--- src/rtl/rr_bus_arbiter_4x1_pkg.sv ---
// Shared constants and types for the four-way round-robin bus arbiter.
package rr_bus_arbiter_4x1_pkg;

  localparam int unsigned BUS_W = 32;
  localparam int unsigned N_REQ = 4;
  localparam int unsigned IDX_W = 2;

  typedef enum logic {
    ST_IDLE = 1'b0,
    ST_OWN  = 1'b1
  } state_e;

  // One-hot grant vector for a requester index.
  function automatic logic [N_REQ-1:0] onehot4(input logic [IDX_W-1:0] idx);
    return N_REQ'(1) << idx;
  endfunction

endpackage

--- src/rtl/mux4x1_32.sv ---
// 32-bit 4:1 multiplexer.
//   i_d0..i_d3 : data inputs
//   i_sel      : select
//   o_y        : selected data
module mux4x1_32
  import rr_bus_arbiter_4x1_pkg::*;
(
  input  logic [BUS_W-1:0] i_d0,
  input  logic [BUS_W-1:0] i_d1,
  input  logic [BUS_W-1:0] i_d2,
  input  logic [BUS_W-1:0] i_d3,
  input  logic [IDX_W-1:0] i_sel,
  output logic [BUS_W-1:0] o_y
);

  always_comb begin
    case (i_sel)
      2'd0:    o_y = i_d0;
      2'd1:    o_y = i_d1;
      2'd2:    o_y = i_d2;
      default: o_y = i_d3;
    endcase
  end

endmodule

--- src/rtl/rr_pick4.sv ---
// Circular priority pick: first set request scanning from i_ptr upward, mod 4.
//   i_req  : request vector
//   i_ptr  : highest-priority index this cycle
//   o_idx  : winning index (i_ptr when nothing requested)
//   o_any  : at least one request set
module rr_pick4
  import rr_bus_arbiter_4x1_pkg::*;
(
  input  logic [N_REQ-1:0] i_req,
  input  logic [IDX_W-1:0] i_ptr,
  output logic [IDX_W-1:0] o_idx,
  output logic             o_any
);

  always_comb begin
    logic [IDX_W-1:0] w_idx;
    logic             w_found;
    w_idx   = '0;
    w_found = 1'b0;
    o_idx   = i_ptr;
    for (int unsigned off = 0; off < N_REQ; off++) begin
      w_idx = i_ptr + IDX_W'(off);
      if (!w_found && i_req[w_idx]) begin
        o_idx   = w_idx;
        w_found = 1'b1;
      end
    end
    o_any = w_found;
  end

endmodule

--- src/rtl/rr_bus_arbiter_4x1.sv ---
// Round-robin arbiter sharing one 32-bit bus among four requesters with a
// bounded burst length.
//   CLK, RST        : clock, asynchronous active-high reset
//   REQ[3:0]        : level-sensitive requests
//   D0..D3          : requester data
//   GNT[3:0]        : registered one-hot grant (0000 when idle)
//   SEL[1:0]        : registered owner index, held while idle
//   VALID           : registered, equals |GNT
//   Y               : D[SEL] gated by VALID
module rr_bus_arbiter_4x1
  import rr_bus_arbiter_4x1_pkg::*;
#(
  parameter int unsigned MAX_BURST = 4,
  parameter int unsigned CNT_W     = 3
) (
  input  logic             CLK,
  input  logic             RST,
  input  logic [N_REQ-1:0] REQ,
  input  logic [BUS_W-1:0] D0,
  input  logic [BUS_W-1:0] D1,
  input  logic [BUS_W-1:0] D2,
  input  logic [BUS_W-1:0] D3,
  output logic [N_REQ-1:0] GNT,
  output logic [IDX_W-1:0] SEL,
  output logic             VALID,
  output logic [BUS_W-1:0] Y
);

  state_e           r_state, w_nxt_state;
  logic [N_REQ-1:0] r_gnt, w_nxt_gnt;
  logic [IDX_W-1:0] r_sel, w_nxt_sel;
  logic [IDX_W-1:0] r_ptr, w_nxt_ptr;
  logic [CNT_W-1:0] r_cnt, w_nxt_cnt;
  logic             r_valid;
  logic             w_grant_new;
  logic [IDX_W-1:0] w_pick_idx;
  logic             w_pick_any;
  logic             w_others;
  logic [BUS_W-1:0] w_mux_y;

  rr_pick4 u_pick (
    .i_req (REQ),
    .i_ptr (r_ptr),
    .o_idx (w_pick_idx),
    .o_any (w_pick_any)
  );

  // Someone other than the current owner is asking.
  assign w_others = |(REQ & ~r_gnt);

  // Next-state and grant decision.
  always_comb begin
    w_nxt_state = r_state;
    w_nxt_gnt   = r_gnt;
    w_nxt_sel   = r_sel;
    w_nxt_ptr   = r_ptr;
    w_nxt_cnt   = r_cnt;
    w_grant_new = 1'b0;
    case (r_state)
      ST_IDLE: begin
        if (w_pick_any) w_grant_new = 1'b1;
      end
      ST_OWN: begin
        if (!REQ[r_sel]) begin
          // Owner released: hand off on this edge or fall idle.
          if (w_pick_any) begin
            w_grant_new = 1'b1;
          end else begin
            w_nxt_gnt   = '0;
            w_nxt_cnt   = '0;
            w_nxt_state = ST_IDLE;
          end
        end else if (r_cnt == CNT_W'(MAX_BURST)) begin
          // Burst exhausted: rotate only if contended, else hold saturated.
          if (w_others) w_grant_new = 1'b1;
        end else begin
          w_nxt_cnt = r_cnt + CNT_W'(1);
        end
      end
      default: w_nxt_state = ST_IDLE;
    endcase
    if (w_grant_new) begin
      w_nxt_state = ST_OWN;
      w_nxt_gnt   = onehot4(w_pick_idx);
      w_nxt_sel   = w_pick_idx;
      w_nxt_ptr   = w_pick_idx + IDX_W'(1);
      w_nxt_cnt   = CNT_W'(1);
    end
  end

  // State and output registers.
  always_ff @(posedge CLK or posedge RST) begin
    if (RST) begin
      r_state <= ST_IDLE;
      r_gnt   <= '0;
      r_sel   <= '0;
      r_ptr   <= '0;
      r_cnt   <= '0;
      r_valid <= 1'b0;
    end else begin
      r_state <= w_nxt_state;
      r_gnt   <= w_nxt_gnt;
      r_sel   <= w_nxt_sel;
      r_ptr   <= w_nxt_ptr;
      r_cnt   <= w_nxt_cnt;
      r_valid <= |w_nxt_gnt;
    end
  end

  mux4x1_32 u_mux (
    .i_d0  (D0),
    .i_d1  (D1),
    .i_d2  (D2),
    .i_d3  (D3),
    .i_sel (r_sel),
    .o_y   (w_mux_y)
  );

  assign GNT   = r_gnt;
  assign SEL   = r_sel;
  assign VALID = r_valid;
  assign Y     = w_mux_y & {BUS_W{r_valid}};

endmodule

--- config.mk ---
export PLATFORM = sky130hd
export DESIGN_NAME = rr_bus_arbiter_4x1
export DESIGN_NICKNAME = d
export VERILOG_FILES = /design/src/rtl/rr_bus_arbiter_4x1_pkg.sv /design/src/rtl/mux4x1_32.sv /design/src/rtl/rr_pick4.sv /design/src/rtl/rr_bus_arbiter_4x1.sv
export SDC_FILE = /design/constraint.sdc
export NUM_CORES = 1
export LEC_CHECK = 0
export ABC_CLOCK_PERIOD_IN_PS = 4500
export CORE_MARGIN = 3
export CORE_UTILIZATION = 50
export DETAILED_ROUTE_END_ITERATION = 6
export DONT_BUFFER_PORTS = 1
export PLACE_DENSITY = 0.66
export SKIP_CTS_REPAIR_TIMING = 1
export SYNTH_ARGS = -nofsm -noshare
export SYNTH_HDL_FRONTEND = slang
export SYNTH_HIERARCHICAL = 1
export SYNTH_SLANG_ARGS = --single-unit
--- constraint.sdc ---
create_clock -name CLK -period 4.5 [get_ports CLK]
set_clock_uncertainty 0.1 [all_clocks]
set_input_delay 0.9 -clock CLK [delete_from_list [all_inputs] [get_ports CLK]]
set_output_delay 0.9 -clock CLK [all_outputs]
set_load 0.02 [all_outputs]
ff_map.png
(8 px per um) Other sequential cells in the stronger grey, the rest of the logic in the fainter grey.
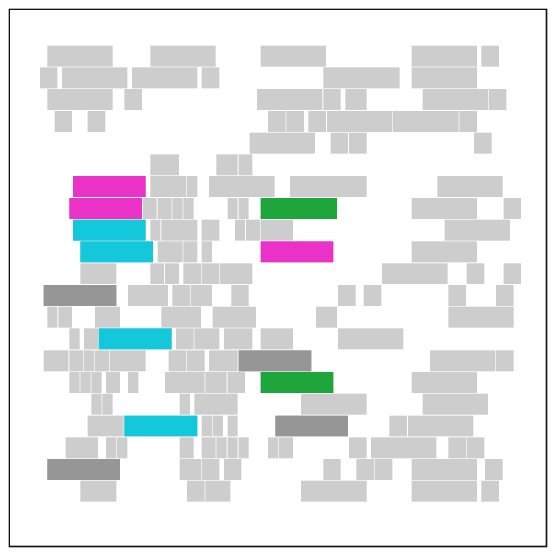
[SEL] green | placed flops: 2
[GNT] cyan | placed flops: 4 | where: left middle
[r_cnt] magenta | placed flops: 3
not coloured: 4

closeup.png
Window x 38 to 63, y 38 to 63 um. Cells in grey, sequential cells in the stronger grey; small squares are vias.
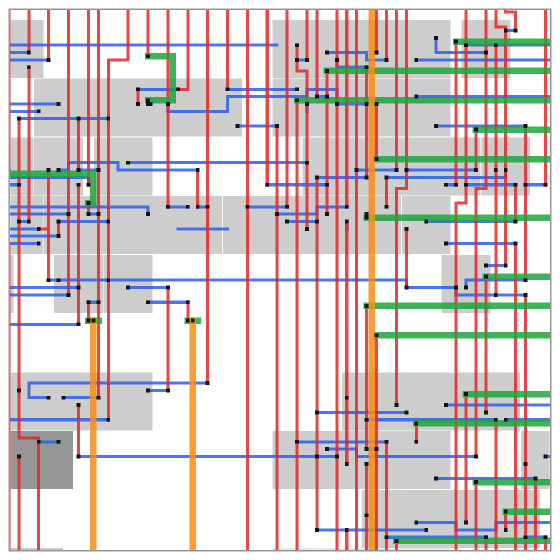
[M2] red
[M1] blue
[M4] orange
[M3] green
cells with their middle in the window: 20
sequential cells in the window: 0
most frequent: and2_1 (9), mux4_2 (8), mux4_1 (2)

m1.png
(4 px per um)
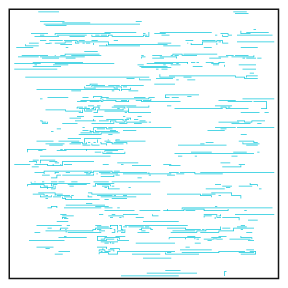
nets with wire on the layer: 247
wire length on this layer: 1950 um
main direction: horizontal

==> flow_summary.html <==
<h3>Flow metrics</h3>
<table>
<tr><th>Metric</th><th>Value</th></tr>
<tr><th colspan="2">Clocking</th></tr>
<tr><td>Deepest level of the CTS H-tree</td><td>1</td></tr>
<tr><th colspan="2">Setup path</th></tr>
<tr><td>Ordered cell list for the critical path</td><td>buf_4, mux4_2, and2_1</td></tr>
<tr><td>Worst setup path startpoint</td><td>SEL[0]</td></tr>
<tr><td>Cell type group with the largest total delay on the critical path</td><td>flip-flops</td></tr>
<tr><td>Crit Reg-Reg Startpoint</td><td>SEL[0]</td></tr>
<tr><th colspan="2">Yosys</th></tr>
<tr><td>Post-synthesis net count</td><td>305</td></tr>
<tr><td>Most common library cells after synthesis</td><td>32 x sky130_fd_sc_hd__and2_1, 30 x sky130_fd_sc_hd__mux4_2, 13 x sky130_fd_sc_hd__dfrtp_1, 13 x sky130_fd_sc_hd__nand2_1, 9 x sky130_fd_sc_hd__o21ai_0</td></tr>
<tr><td>Share of the synthesized area in the top cell type</td><td>36.4%</td></tr>
<tr><td>Register bit total from synthesis</td><td>13</td></tr>
<tr><td>Post-synth EDFFs</td><td>0</td></tr>
<tr><td>Summed instance area of the synthesized netlist</td><td>0.00186 mm^2</td></tr>
<tr><td>Top flip-flop cell by instance count after synthesis</td><td>sky130_fd_sc_hd__dfrtp_1</td></tr>
<tr><td>Area share of xor/xnor cells in the synthesized design</td><td>0%</td></tr>
<tr><th colspan="2">Place</th></tr>
<tr><td>I/O Buffers</td><td>0</td></tr>
<tr><td>Detailed Place HPWL</td><td>5380 um</td></tr>
<tr><td>Setup slack after placement</td><td>1570 ps</td></tr>
<tr><th colspan="2">STA</th></tr>
<tr><td>Final clock period utilization by the worst path</td><td>70.3%</td></tr>
<tr><td>Accumulated negative setup slack</td><td>0 ps</td></tr>
<tr><td>Hold violation total from the final report</td><td>0</td></tr>
<tr><th colspan="2">Final layout</th></tr>
<tr><td>Cell class ranked first by area</td><td>combinational gates</td></tr>
<tr><td>Area occupied by registers</td><td>327 um^2</td></tr>
<tr><td>Logic area</td><td>0.00140 mm^2</td></tr>
<tr><td>Sequential cells</td><td>13</td></tr>
<tr><td>Utilization of the core after routing</td><td>54.0%</td></tr>
<tr><td>Count of non-CTS buffers in the layout</td><td>2</td></tr>
<tr><td>Most frequent cells in the layout</td><td>32 x sky130_fd_sc_hd__and2_1, 30 x sky130_fd_sc_hd__mux4_2, 13 x sky130_fd_sc_hd__nand2_1</td></tr>
<tr><td>Number of logic inverters in the finished layout</td><td>7</td></tr>
<tr><td>Portion of the layout cell area used by non-clock buffers</td><td>0.801%</td></tr>
<tr><th colspan="2">Status</th></tr>
<tr><td>Result of the run</td><td>completed</td></tr>
<tr><th colspan="2">Route</th></tr>
<tr><td>DRC violation total after the first TritonRoute iteration</td><td>83</td></tr>
<tr><td>Antenna Nets Post-Route</td><td>0</td></tr>
<tr><td>Routed length on met1</td><td>1950 um</td></tr>
<tr><td>Routed len/inst</td><td>30.4 um</td></tr>
<tr><th colspan="2">Floorplanning</th></tr>
<tr><td>Area of the die</td><td>0.00448 mm^2</td></tr>
<tr><td>Total number of placement rows</td><td>21</td></tr>
<tr><th colspan="2">GRT</th></tr>
<tr><td>Global Route Usage Sum</td><td>25.7%</td></tr>
<tr><td>Via count of the first global-routing pass</td><td>1471</td></tr>
<tr><th colspan="2">Power</th></tr>
<tr><td>Highest-power group</td><td>combinational logic</td></tr>
<tr><th colspan="2">Job</th></tr>
<tr><td>MaxCap Viol Count</td><td>0</td></tr>
</table>
No activity file was given, so power comes from the tool's default toggle rates.
